<file path="config.mk">
export PLATFORM = sky130hd
export DESIGN_NAME = mem_access_arbiter_flat
export DESIGN_NICKNAME = d
export VERILOG_FILES = /design/src/rtl/mem_access_arbiter_if.sv /design/src/rtl/mem_access_arbiter.sv /design/src/flat_wrapper.sv
export SDC_FILE = /design/constraint.sdc
export NUM_CORES = 1
export LEC_CHECK = 0
export ABC_CLOCK_PERIOD_IN_PS = 2950
export CAP_MARGIN = 20
export CORE_ASPECT_RATIO = 1.4
export CORE_MARGIN = 2
export CORE_UTILIZATION = 34
export DETAILED_ROUTE_END_ITERATION = 6
export PLACE_DENSITY = 0.78
export SLEW_MARGIN = 0
export SYNTH_ARGS = -nofsm -noshare
export SYNTH_HDL_FRONTEND = slang
export SYNTH_SLANG_ARGS = --single-unit
</file>
<file path="constraint.sdc">
create_clock -name clock -period 2.95 [get_ports clock]
set_input_delay 0.885 -clock clock [delete_from_list [all_inputs] [get_ports clock]]
set_output_delay 0.885 -clock clock [all_outputs]
set_load 0.01 [all_outputs]
</file>
<file path="src/rtl/mem_access_arbiter_if.sv">
// rtl/mem_access_arbiter_if.sv - host command/burst bundle between host and arbiter
interface mem_access_arbiter_if #(
  parameter int DATA_W = 16,
  parameter int ADDR_W = 9
);
  logic [1:0]        host_cmd;
  logic              host_cmd_valid;
  logic              host_cmd_ready;
  logic [ADDR_W-1:0] host_addr;
  logic [ADDR_W:0]   host_len;
  logic [DATA_W-1:0] host_wdata;
  logic              host_wvalid;
  logic              host_wready;
  logic [DATA_W-1:0] host_rdata;
  logic              host_rvalid;

  modport master (
    output host_cmd, host_cmd_valid, host_addr, host_len, host_wdata, host_wvalid,
    input  host_cmd_ready, host_wready, host_rdata, host_rvalid
  );

  modport slave (
    input  host_cmd, host_cmd_valid, host_addr, host_len, host_wdata, host_wvalid,
    output host_cmd_ready, host_wready, host_rdata, host_rvalid
  );
endinterface

</file>
<file path="src/rtl/mem_access_arbiter.sv">
// rtl/mem_access_arbiter.sv - arbitrates IRAM/DRAM between host bursts and the core
module mem_access_arbiter #(
  parameter int DATA_W = 16,
  parameter int ADDR_W = 9,
  parameter int RD_LAT = 1
) (
  input  logic                 clock,
  input  logic                 reset_n,
  mem_access_arbiter_if.slave  host,
  input  logic                 run_req,
  input  logic                 core_halt,
  output logic                 core_en,
  input  logic [ADDR_W-1:0]    core_pc,
  input  logic [ADDR_W-1:0]    core_ar,
  input  logic [DATA_W-1:0]    core_dout,
  input  logic                 core_we,
  input  logic                 core_re_d,
  input  logic                 core_re_i,
  output logic [ADDR_W-1:0]    iram_addr,
  output logic [DATA_W-1:0]    iram_wdata,
  output logic                 iram_we,
  output logic                 iram_re,
  output logic [ADDR_W-1:0]    dram_addr,
  output logic [DATA_W-1:0]    dram_wdata,
  output logic                 dram_we,
  output logic                 dram_re,
  input  logic [DATA_W-1:0]    dram_rdata,
  output logic                 busy,
  output logic                 err
);
  localparam logic [ADDR_W:0]   DEPTH   = {1'b1, {ADDR_W{1'b0}}};
  localparam logic [ADDR_W:0]   CNT_ONE = {{ADDR_W{1'b0}}, 1'b1};
  localparam logic [ADDR_W-1:0] PTR_ONE = {{(ADDR_W-1){1'b0}}, 1'b1};
  localparam logic [1:0] CMD_NONE   = 2'b00;
  localparam logic [1:0] CMD_LOAD_I = 2'b01;
  localparam logic [1:0] CMD_LOAD_D = 2'b10;

  typedef enum logic [2:0] {S_IDLE, S_LOAD_I, S_LOAD_D, S_READ_D, S_DRAIN, S_RUN} state_t;

  state_t            state_q, state_d;
  logic [ADDR_W-1:0] ptr_q, ptr_d;
  logic [ADDR_W:0]   cnt_q, cnt_d;
  logic [RD_LAT-1:0] tag_q, tag_d;
  logic              err_q, err_d;
  logic              rd_issue;
  logic              len_ok;

  assign len_ok = (host.host_len != '0) && (host.host_len <= DEPTH);

  // Each issued read carries a tag that surfaces exactly when its data does.
  if (RD_LAT == 1) begin : g_tag1
    assign tag_d = rd_issue;
  end else begin : g_tagn
    assign tag_d = {tag_q[RD_LAT-2:0], rd_issue};
  end

  assign host.host_rvalid = tag_q[RD_LAT-1];
  assign host.host_rdata  = tag_q[RD_LAT-1] ? dram_rdata : '0;
  assign busy             = (state_q != S_IDLE);
  assign err              = err_q;

  always_comb begin
    state_d             = state_q;
    ptr_d               = ptr_q;
    cnt_d               = cnt_q;
    err_d               = 1'b0;
    rd_issue            = 1'b0;
    host.host_cmd_ready = 1'b0;
    host.host_wready    = 1'b0;
    core_en             = 1'b0;
    iram_addr           = '0;
    iram_wdata          = '0;
    iram_we             = 1'b0;
    iram_re             = 1'b0;
    dram_addr           = '0;
    dram_wdata          = '0;
    dram_we             = 1'b0;
    dram_re             = 1'b0;

    case (state_q)
      S_IDLE: begin
        host.host_cmd_ready = 1'b1;
        if (host.host_cmd_valid && host.host_cmd != CMD_NONE) begin
          if (len_ok) begin
            ptr_d = host.host_addr;
            cnt_d = host.host_len;
            case (host.host_cmd)
              CMD_LOAD_I: state_d = S_LOAD_I;
              CMD_LOAD_D: state_d = S_LOAD_D;
              default:    state_d = S_READ_D;
            endcase
          end else begin
            err_d = 1'b1;
          end
        end else if (run_req) begin
          state_d = S_RUN;
        end
      end

      S_LOAD_I, S_LOAD_D: begin
        host.host_wready = 1'b1;
        if (host.host_wvalid) begin
          if (state_q == S_LOAD_I) begin
            iram_we    = 1'b1;
            iram_addr  = ptr_q;
            iram_wdata = host.host_wdata;
          end else begin
            dram_we    = 1'b1;
            dram_addr  = ptr_q;
            dram_wdata = host.host_wdata;
          end
          ptr_d = ptr_q + PTR_ONE;
          cnt_d = cnt_q - CNT_ONE;
          if (cnt_q == CNT_ONE) state_d = S_IDLE;
        end
      end

      S_READ_D: begin
        dram_re   = 1'b1;
        dram_addr = ptr_q;
        rd_issue  = 1'b1;
        ptr_d     = ptr_q + PTR_ONE;
        cnt_d     = cnt_q - CNT_ONE;
        if (cnt_q == CNT_ONE) state_d = S_DRAIN;
      end

      S_DRAIN: begin
        if (tag_q == '0) state_d = S_IDLE;
      end

      S_RUN: begin
        core_en    = 1'b1;
        iram_addr  = core_pc;
        iram_re    = core_re_i;
        dram_addr  = core_ar;
        dram_wdata = core_dout;
        dram_we    = core_we;
        dram_re    = core_re_d;
        if (host.host_cmd_valid) err_d = 1'b1;
        if (core_halt) state_d = S_IDLE;
      end

      default: state_d = S_IDLE;
    endcase
  end

  always_ff @(posedge clock or negedge reset_n) begin
    if (!reset_n) begin
      state_q <= S_IDLE;
      ptr_q   <= '0;
      cnt_q   <= '0;
      tag_q   <= '0;
      err_q   <= 1'b0;
    end else begin
      state_q <= state_d;
      ptr_q   <= ptr_d;
      cnt_q   <= cnt_d;
      tag_q   <= tag_d;
      err_q   <= err_d;
    end
  end
endmodule

</file>
<file path="src/flat_wrapper.sv">
// flat-port wrapper written by rule: the top's interface ports become plain ports
module mem_access_arbiter_flat 
#(
  parameter int DATA_W = 16,
  parameter int ADDR_W = 9,
  parameter int RD_LAT = 1
)
  (clock, reset_n, run_req, core_halt, core_en, core_pc, core_ar, core_dout, core_we, core_re_d, core_re_i, iram_addr, iram_wdata, iram_we, iram_re, dram_addr, dram_wdata, dram_we, dram_re, dram_rdata, busy, err, host_host_cmd, host_host_cmd_valid, host_host_addr, host_host_len, host_host_wdata, host_host_wvalid, host_host_cmd_ready, host_host_wready, host_host_rdata, host_host_rvalid);
  mem_access_arbiter_if #(.DATA_W(DATA_W), .ADDR_W(ADDR_W)) host_i ();
  input  logic clock;
  input  logic reset_n;
  input  logic run_req;
  input  logic core_halt;
  output logic core_en;
  input  logic [ADDR_W-1:0] core_pc;
  input  logic [ADDR_W-1:0] core_ar;
  input  logic [DATA_W-1:0] core_dout;
  input  logic core_we;
  input  logic core_re_d;
  input  logic core_re_i;
  output logic [ADDR_W-1:0] iram_addr;
  output logic [DATA_W-1:0] iram_wdata;
  output logic iram_we;
  output logic iram_re;
  output logic [ADDR_W-1:0] dram_addr;
  output logic [DATA_W-1:0] dram_wdata;
  output logic dram_we;
  output logic dram_re;
  input  logic [DATA_W-1:0] dram_rdata;
  output logic busy;
  output logic err;
  input wire logic [$bits(host_i.host_cmd)-1:0] host_host_cmd;
  input wire logic [$bits(host_i.host_cmd_valid)-1:0] host_host_cmd_valid;
  input wire logic [$bits(host_i.host_addr)-1:0] host_host_addr;
  input wire logic [$bits(host_i.host_len)-1:0] host_host_len;
  input wire logic [$bits(host_i.host_wdata)-1:0] host_host_wdata;
  input wire logic [$bits(host_i.host_wvalid)-1:0] host_host_wvalid;
  output wire logic [$bits(host_i.host_cmd_ready)-1:0] host_host_cmd_ready;
  output wire logic [$bits(host_i.host_wready)-1:0] host_host_wready;
  output wire logic [$bits(host_i.host_rdata)-1:0] host_host_rdata;
  output wire logic [$bits(host_i.host_rvalid)-1:0] host_host_rvalid;
  assign host_i.host_cmd = host_host_cmd;
  assign host_i.host_cmd_valid = host_host_cmd_valid;
  assign host_i.host_addr = host_host_addr;
  assign host_i.host_len = host_host_len;
  assign host_i.host_wdata = host_host_wdata;
  assign host_i.host_wvalid = host_host_wvalid;
  assign host_host_cmd_ready = host_i.host_cmd_ready;
  assign host_host_wready = host_i.host_wready;
  assign host_host_rdata = host_i.host_rdata;
  assign host_host_rvalid = host_i.host_rvalid;
  mem_access_arbiter #(.DATA_W(DATA_W), .ADDR_W(ADDR_W), .RD_LAT(RD_LAT)) u_core (.clock(clock), .reset_n(reset_n), .host(host_i), .run_req(run_req), .core_halt(core_halt), .core_en(core_en), .core_pc(core_pc), .core_ar(core_ar), .core_dout(core_dout), .core_we(core_we), .core_re_d(core_re_d), .core_re_i(core_re_i), .iram_addr(iram_addr), .iram_wdata(iram_wdata), .iram_we(iram_we), .iram_re(iram_re), .dram_addr(dram_addr), .dram_wdata(dram_wdata), .dram_we(dram_we), .dram_re(dram_re), .dram_rdata(dram_rdata), .busy(busy), .err(err));
endmodule
</file>
==> summary.txt <==
Physical design

The final layout report lists a non-clock buffer count of 207. The upper clock frequency limit stands at 0.346 GHz. The worst register-to-register path has a depth of 5.

The data-path buffer share of cell area in the final layout stands at 45.7%. The proportion of synthesized chip area in sequential cells stands at 27.3%. The internal power of the cells stands at 1490 uW. In the post-synthesis netlist, the biggest area contributors are dfrtp_1 27%, a22o_1 14%, and2_1 9.4%, a21oi_1 5.5%, nand2_1 5.5%. STA classifies the critical path endpoint as an output pin. The worst voltage drop across the vdd grid stands at 0.000386 V. The area of the core stands at 6250 um^2. Clock buffers in the final layout number 4.

The layout report lists the clock-cell share of area as 1.30%. Looking at the reg2reg group, the worst path ends at u_core.state_q[1]$_DFFE_PN0P_. The power density over the cells stands at 650 nW/um^2. For reference, the critical path is launched at dram_rdata[3].

In this run, post-CTS hold repair placed 0 buffers. Per the layout area report, the combinational gate area comes to 1530 um^2. The synthesis stats list as the most numerous cell a22o_1. The via count of the first global-routing pass stands at 2,969. The final worst-path cycle share stands at 98.1%. The number of ordinary inverters in the final layout stands at 7. Net switching is 45.9% of the power. The synthesis report names the predominant flop master as dfrtp_1. After filler insertion, the fill cell instance count of the layout stands at 552. The number of sinks on the clock net stands at 24.

The routed layout reports a DRC error count of 0. Looking at the post-CTS report, the setup buffer insertion count equals 6. After synthesis, the chip area reported by Yosys is 2200 um^2.

The worst slack at placement stands at -558 ps. The post-synth design cell area stands at 2200 um^2. More flip-flops sit in one register than any other, and that register is u_core.cnt_q. Across all layers, the routed design uses 3,085 vias. The path with the worst hold slack has its endpoint at u_core.cnt_q[7]$_DFFE_PN0P_. The overall overflow remaining after global route stands at 0. The OpenROAD warning count stands at 27. Setup repair after global routing left no endpoint under its margin.

The smallest clock period supported by the final layout is computed as 2890 ps. Following the worst setup path forward leads to its endpoint at host_host_rdata[3]. The number of DRC markers in iteration 0 stands at 141. The synthesized netlist contains 47 unique library cells. The part of the total power dissipated in the clock network stands at 8.8%. In the hold timing report, the worst path depth is 1.

The area of the die stands at 7140 um^2. Ranked by instance count, the synthesized netlist is headed by 36 x a22o_1, 33 x and2_1, 32 x nand2_1, 24 x a21oi_1, 24 x dfrtp_1. The number of standard cells reported by yosys stands at 283. The arrival time of data at the critical path endpoint stands at 2010 ps. After detailed placement, the design holds a cell count of 529. During tapcell insertion the tool placed 72 well taps. The run finished with clean final reports. The relative slew slack stands at 56.1%. TritonCTS built the clock tree.

Counting flops with an async set or reset pin after synthesis yields a share of 100%. The biggest area contributor in the post-synthesis netlist is dfrtp_1. The clock edge transition at the registers on the reported setup and hold paths stands at 90 ps. STA puts the critical path data required time at 2070 ps. The initial antenna violation count stands at 0. The final timing report lists a hold violation count of 0. The number of combinational gates with multiple inputs stands at 230. Looking at the max-slew report, the worst-margin pin has a slew of 658 ps. In this run the critical register-to-register path is launched from u_core.cnt_q[6]$_DFFE_PN0P_. The number of top-level design ports stands at 172. For this run, the total global-route usage over all layers was measured as 27.6%.

STA reports a reg2reg setup slack of 850 ps. The power spent charging and discharging nets stands at 1260 uW. The clock latency reported for the late side of the worst-skew pair stands at 280 ps. The number of optimization iterations in the first detailed-route pass stands at 4.

The final worst setup slack stands at 57.4 ps. Per the layout area report, the combinational fraction of cell area is 36.0%. After its last routability iteration, the placer logged a weighted congestion of 0.938. The synthesis stat section lists a flop and latch total of 24. Per the hold report, the tightest min-delay path originates at u_core.cnt_q[7]$_DFFE_PN0P_.

STA reports the tightest min-delay check as being of type reg -> reg. The tally of non-filler cells in the final layout stands at 544. For the final database, setup skew stands at 6.72 ps. The top cell type by area accounts for 27.3% of the synthesized area. The count of cells resized by post-cts repair stands at 151. For reference, the final report shows the max-slew violation count at 0. The number of nets in the synthesized netlist is 382. The power after layout stands at 2760 uW. The worst setup path is of the in -> out kind. Averaged over all synthesized cells, the footprint is 7.77 um^2. The initial standard-cell utilization of the core stands at 35.2%. The report counts max-capacitance violations totalling 0.

The final timing report counts setup violations totalling 0. The number of warnings printed during yosys synthesis stands at 0. In the synthesized netlist, the number of instances is 283. The maximum number of pins on one net before global-route repair stands at 39.

The final layout contains 572 nets. The number of nets with antenna violations after detailed routing stands at 0. The HPWL after detailed placement is 7950 um. Summed over all cells, the static leakage comes to 0.00182 uW. Per the area breakdown, the dominant cell category is non-clock buffers. The number of enable-type register cells in the synthesized netlist stands at 0. The registers reported with the highest flop counts are u_core.cnt_q x10, u_core.ptr_q x9, u_core.state_q x3. The wire length recorded after detailed routing is 10,200 um.

The root buffer cell chosen for the clock tree is clkbuf_8. For this run, the detailed router reports a per-instance via density of 5.67. The maximum fanout count along the critical path stands at 1. The post-synthesis to final-layout area growth stands at 92.8%. Cells with a size suffix above 1 make up 16.1% of the layout. The global-route wire length before repair stands at 15,300 um. The average detailed-routed wire length per instance stands at 18.7 um. 0 antenna diodes ended up in the layout. The largest buffer count on any clock path stands at 2. In this run, flip-flops and latches consume 24.9% of the power. The worst setup path is launched from an input port.

The register with the most flip-flops in the layout has 10 of them. In this run, the combinational gates consume 66.3% of the power. Looking at the clock tree report, the H-tree level count equals 1. The total number of sequential cells stands at 24. In this run the core area contains 34 standard-cell rows. The number of buffers inserted during clock tree synthesis stands at 3.
## kinds of logic after synthesis
group	count (synthesis)	synth area share, %
AOI/OAI and AO/OA	111	36.8
xor gates and xnor gates	1	0.398
adders and majority gates	3	1.71
buffers and inverters	30	5.69
DFF	24	27.3
muxes	3	1.37
and+or+nand+nor	111	26.7
## through the flow
| step | setup TNS [ps] | utilization [%] | hold slack (ps) | cell area (um^2) |
|---|---|---|---|---|
| after detailed placement | -30970 | 66.0 | 496 | 4130 |
| after floorplan | 0 | - | 449 | 2200 |
| after global placement | -30280 | 66.0 | 465 | 4130 |
| final | 0 | 67.8 | 524 | 4240 |
| after CTS | 0 | 67.1 | 526 | 4200 |
| after global routing | 0 | 67.8 | 541 | 4240 |
## metal layers
layer	GRT usage, %	vias to the layer above	wire length, um
met5	0	-	0
met4	7.69	0	281
met3	4.96	22	1100
met2	50.2	192	5050
met1	32.8	1425	3740
li1	-	1446	-
## placed cells by master (no fill, tap or decap), drive strengths merged, types with 3 or more instances in the layout
master         Yosys  routed
a21o               3       3
a21oi             24      24
a22o              36      36
a31oi              4       4
and2              34      34
buf                3      52
clkbuf            20       5
clkdlybuf4s15      0      28
clkdlybuf4s50      0     118
dfrtp             24      24
dlygate4sd2        0       8
ha                 3       3
inv                7       7
mux2i              3       3
nand2             32      32
nand3              7       7
nor2              15      15
nor3               4       4
nor4               3       3
o21ai             13      13
o22ai              4       4
o2bb2ai            4       4
o31ai              9       9
o41ai              3       3
or2                3       4
or3                3       3
## power by group through the flow
stage	combinational [uW]	clock [uW]	sequential (uW)
floorplan	1050	0	580
global placement	1780	0	670
detailed placement	1810	0	677
CTS	1790	240	677
global route	1980	249	707
finish	1830	241	686
## worst max-delay path: stages
cell and delay, ps:
clkdlybuf4s50_1 450, and2_1 110, clkdlybuf4s50_1 560
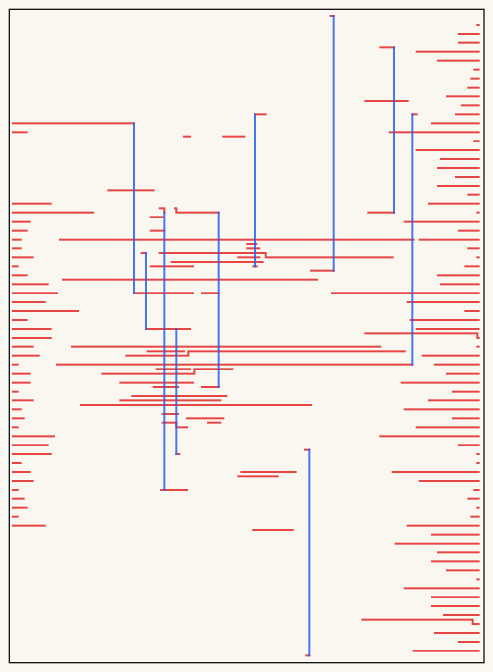
(images/metal_stack.png)
Only two layers are drawn.
Blue shows met4, wire length 282 um. Red shows met3, wire length 1,100 um.

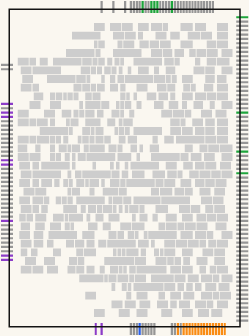
(images/pins.png)
Pins as bars across the die edge, other pins in grey.
Purple shows host_host_len, pins 10, direction input, edge 8 left, 2 bottom. Green shows core_ar, pins 9, direction input, edge 5 top, 4 right. Orange shows host_host_rdata, pins 16, direction output, edge bottom. Blue shows host_host_cmd_valid, pins 1, direction input, edge bottom.
All pins by edge: 71 right, 39 left, 32 top, 30 bottom.
die y size: 99.2 um
buffers added on ports: 171
Die X-Extent: 72.0 um

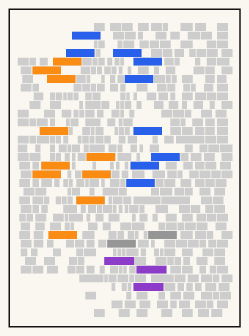
(images/registers.png)
Orange shows u_core.cnt_q, flops 10, where middle left. Purple shows u_core.state_q, flops 3. Blue shows u_core.ptr_q, flops 9.
power in sequential cells: 686 uW
sequential cell area in the final layout: 604 um^2
flip-flop and latch share of the layout cell area: 14.3%

Power is estimated from default activity; no workload was simulated.
